==> config.mk <==
export PLATFORM = sky130hd
export DESIGN_NAME = dram_req_buffer
export DESIGN_NICKNAME = d
export VERILOG_FILES = /design/src/rtl/dram_req_buffer.sv
export SDC_FILE = /design/constraint.sdc
export NUM_CORES = 1
export LEC_CHECK = 0
export ABC_AREA = 1
export CAP_MARGIN = 20
export CORE_AREA = 3 3 88 153
export CTS_CLUSTER_SIZE = 10
export DETAILED_ROUTE_END_ITERATION = 16
export DIE_AREA = 0 0 91 156
export PLACE_DENSITY = 0.55
export SLEW_MARGIN = 20
export SYNTH_ARGS = -nofsm -noshare
export SYNTH_HDL_FRONTEND = slang
export SYNTH_SLANG_ARGS = --single-unit
==> constraint.sdc <==
create_clock -name clk -period 2.88 [get_ports clk]
set_input_delay 0.72 -clock clk [delete_from_list [all_inputs] [get_ports clk]]
set_output_delay 0.72 -clock clk [all_outputs]
set_load 0.01 [all_outputs]
==> src/rtl/dram_req_buffer.sv <==
// Per-bank L2 request queue: in-order, first-word-fall-through buffer between
// L2 request bursts and the DRAM address-translation/scheduling stage.
module dram_req_buffer #(
  parameter int L2_REQ_WIDTH = 22,
  parameter int DATA_WIDTH   = 1,
  parameter int DEPTH        = 4,
  parameter int AF_THRESH    = 3
) (
  input  logic                    clk,
  input  logic                    rst_b,
  input  logic                    flush,
  input  logic                    req_valid,
  output logic                    req_ready,
  input  logic [L2_REQ_WIDTH-1:0] req_addr,
  input  logic                    req_rw,
  input  logic [DATA_WIDTH-1:0]   req_wdata,
  output logic                    out_valid,
  input  logic                    out_ready,
  output logic [L2_REQ_WIDTH-1:0] out_addr,
  output logic                    out_rw,
  output logic [DATA_WIDTH-1:0]   out_wdata,
  output logic [$clog2(DEPTH):0]  count,
  output logic                    empty,
  output logic                    full,
  output logic                    almost_full
);

  localparam int PW = $clog2(DEPTH);
  localparam int CW = PW + 1;
  localparam int EW = L2_REQ_WIDTH + 1 + DATA_WIDTH;

  logic [EW-1:0] mem_q [DEPTH];
  logic [PW-1:0] wr_ptr_q, wr_ptr_d;
  logic [PW-1:0] rd_ptr_q, rd_ptr_d;
  logic [CW-1:0] count_q, count_d;
  logic          push, pop;
  logic [EW-1:0] head;

  assign empty       = (count_q == '0);
  assign full        = (count_q == CW'(DEPTH));
  assign almost_full = (count_q >= CW'(AF_THRESH));
  assign count       = count_q;

  assign req_ready = !full && !flush;
  assign out_valid = !empty && !flush;

  // rst_b gating keeps storage untouched while reset holds the pointers.
  assign push = req_valid && req_ready && rst_b;
  assign pop  = out_valid && out_ready;

  assign head = mem_q[rd_ptr_q];

  always_comb begin
    out_addr  = '0;
    out_rw    = 1'b0;
    out_wdata = '0;
    if (out_valid) begin
      {out_addr, out_rw, out_wdata} = head;
    end
  end

  always_comb begin
    wr_ptr_d = wr_ptr_q;
    rd_ptr_d = rd_ptr_q;
    count_d  = count_q;
    if (flush) begin
      wr_ptr_d = '0;
      rd_ptr_d = '0;
      count_d  = '0;
    end else begin
      if (push) wr_ptr_d = wr_ptr_q + PW'(1);
      if (pop)  rd_ptr_d = rd_ptr_q + PW'(1);
      if (push && !pop)      count_d = count_q + CW'(1);
      else if (pop && !push) count_d = count_q - CW'(1);
    end
  end

  always_ff @(posedge clk or negedge rst_b) begin
    if (!rst_b) begin
      wr_ptr_q <= '0;
      rd_ptr_q <= '0;
      count_q  <= '0;
    end else begin
      wr_ptr_q <= wr_ptr_d;
      rd_ptr_q <= rd_ptr_d;
      count_q  <= count_d;
    end
  end

  // Storage is deliberately not reset; validity is tracked by count alone.
  always_ff @(posedge clk) begin
    if (push) begin
      mem_q[wr_ptr_q] <= {req_addr, req_rw, req_wdata};
    end
  end

endmodule

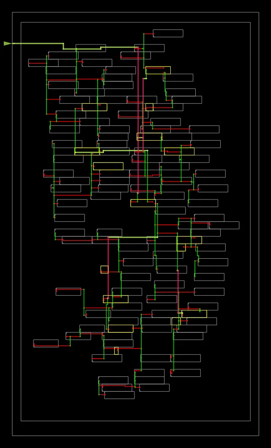
Figure 1: run 1, the clock network.
clk sinks: 103
clk latency late pin: 0.34 ns
skew final: 0.00782 ns
flip-flops: 103

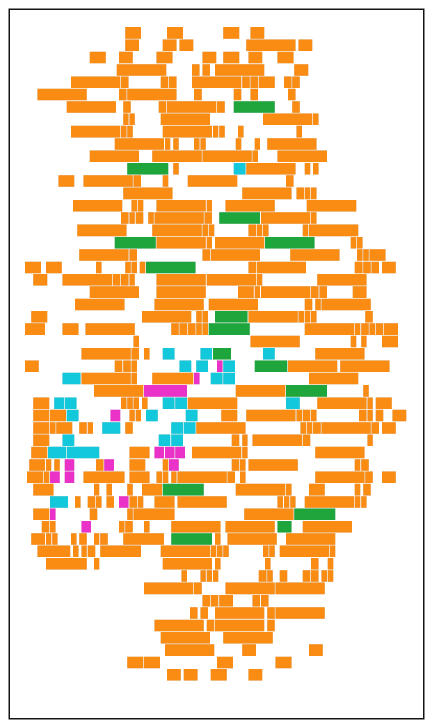
Figure 2: run 1, sizing map.
- green: x6 and larger (cells 15; share 3.4%; most used clkbuf_16)
- orange: x1 and smaller (cells 382; share 87%; most used nor2_1)
- magenta: x2 (cells 15; share 3.4%; most used nand2_2)
- cyan: x3 and x4 (cells 27; share 6.2%; most used buf_4)
post-layout instance area: 0.00549 sq mm
PnR worst setup slack: 0.0659 ns

==> results.ini, run 1 <==
[outcome]
status=completed

[cts]
cts_tree=built
cts_hold_buf=0
clk_pin_slew_worst_paths_ns=0.07
cts.htree.levels=3
cts_resized=23

[logic_synthesis]
yosysWarnings=0
synth_cell_types=23
yosys_cells=360
netlist_instances=360
top_area_share_pct=67.2
synthAdderAreaFrac_pct=1.63
ys_seq_elements=103
floorplan.nets=394
synth.area.mux_share_pct=0

[drt]
drt-pass1-iter-count=5
vias_per_cell=4.64
ant_nets=0
route.met2.wl_um=5130
routed.top_layer=met4
avgRoutedWirePerCell_um=15.3

[final_timing]
relSlewSlack_pct=64.4
fin_crit_ns=2.81
timing.hold.ws_ns=0.607
slew_viol_final=0

[setup_path]
r2r_slack_ns=1.01
slowest_stage=clkdlybuf4s50_1
regToRegStartpoint=count[1]
cp_slowest_stage_delay_ns=0.53

[layout]
flop_area_sq_mm=0.00306
final_cell_mix=nor2_1, edfxtp_1, o21ai_0, clkdlybuf4s50_1, a21oi_1
drive_gt1_share_pct=13.0
seq_area_share_pct=55.7

[global_route]
grt_max_degree=26
grt-ovfl-total=0

[power_and_ir_drop]
swShare_pct=29.0
top_power_group=sequential cells
power_frac_seq_pct=42.3
p_int_mw=2.92

[floorplanning]
placeableCoreArea_sq_mm=0.0124
chip_area_sq_mm=0.0142

[worst_hold_path]
min_to=wr_ptr_q[1]

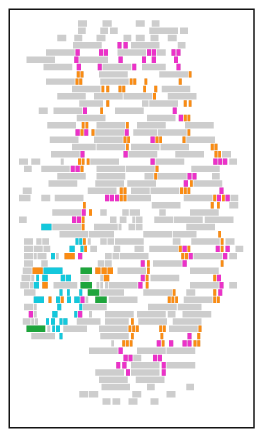
Figure 3: run 1, selected gate families.
- magenta: aoi and oai cells (cells 76)
- green: fa/ha/maj cells (cells 5)
- cyan: nand cells (cells 30)
- orange: nor cells (cells 107)
Non-Filler Instances: 607
Commonest Layout Cell: nor2_1
fraction of area in multi-input gates: 19.3%

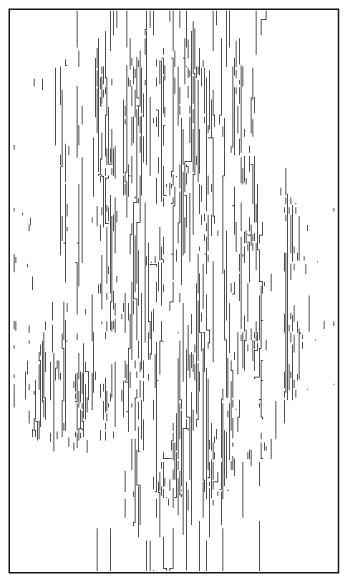
Figure 4: run 1, M2 wires.
- main direction: vertical
- nets with wire on the layer: 376
routed wire length: 9270 um
vias: 2,819

Figure 5. Cell classes on the final placement (run 1).
Bar = 20 um. Fill, decap, tap and diode cells in grey.
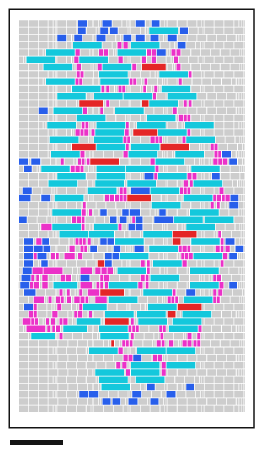

==> inputs of run 2 (changes only) <==
CELL_PAD_IN_SITES_DETAIL_PLACEMENT = 1   (was unset)
CELL_PAD_IN_SITES_GLOBAL_PLACEMENT = 2   (was unset)
CTS_CLUSTER_SIZE = 16   (was 10)
PLACE_DENSITY = 0.76   (was 0.55)
clock period = 3.43 ns   (was 2.88 ns; I/O delays follow)
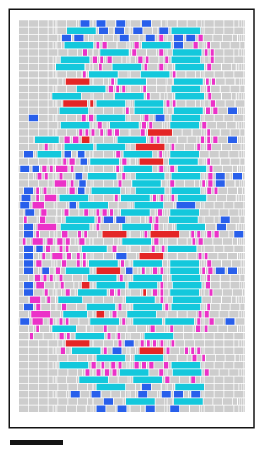
Figure 6: run 2, cell classes on the final placement.
Bar = 20 um. Fill, decap, tap and diode cells in grey.
- magenta: remaining logic cells (cells 239; share of their area 22%)
- red: clock drivers and dummy loads (cells 16; share of their area 6.1%)
- blue: remaining buffers and delay cells (cells 73; share of their area 14%)
- cyan: registers (cells 103; share of their area 59%)
post-layout instance area: 0.00544 sq mm
Site Rows: 54
final core occ: 43.7%
core area: 0.0124 sq mm
fraction of area in registers: 56.3%

==> run 2 against run 1 <==
Effect of this change: clock skew is 0.0021 ns lower; sequential power down 15%; via count grew 1.7%; global-route usage is 1.1 points higher; clock power decreased by 17%; design area down 0.93%; largest power group unchanged; register-to-register slack gained 0.55 ns; total power is 16% lower; sequential share of layout area rose by 0.53 points.
==> results.ini, run 2 <==
[worst_hold_path]
min_to=count[1]

[setup_path]
slowest_stage=clkdlybuf4s50_1
r2r_slack_ns=1.56
regToRegStartpoint=count[0]

[layout]
flop_area_sq_mm=0.00306
final_cell_mix=nor2_1, edfxtp_1, clkdlybuf4s50_1, o21ai_0, a21oi_1
ff_count=103
layout_top_cell=nor2_1
drive_gt1_share_pct=11.1

[logic_synthesis]
yosysWarnings=0
top_area_share_pct=67.2
synth.area.mux_share_pct=0
synth_cell_types=23
synthAdderAreaFrac_pct=1.63
netlist_instances=360
ys_seq_elements=103

[cts]
cts.sinks=103
cts_tree=built
cts_resized=0
cts.htree.levels=3

[drt]
wl_um=10100
route.met2.wl_um=5710
num_vias=2866

[final_timing]
relSlewSlack_pct=62.4
fin_crit_ns=3.36
timing.hold.ws_ns=0.630
slew_viol_final=0

[power_and_ir_drop]
p_int_mw=2.47
top_power_group=sequential cells
power_frac_seq_pct=42.7

[global_route]
grt_max_degree=34
grt-ovfl-total=0

[outcome]
status=completed

[floorplanning]
chip_area_sq_mm=0.0142

Power figures rest on the tool's default switching activity, not on a simulated workload.
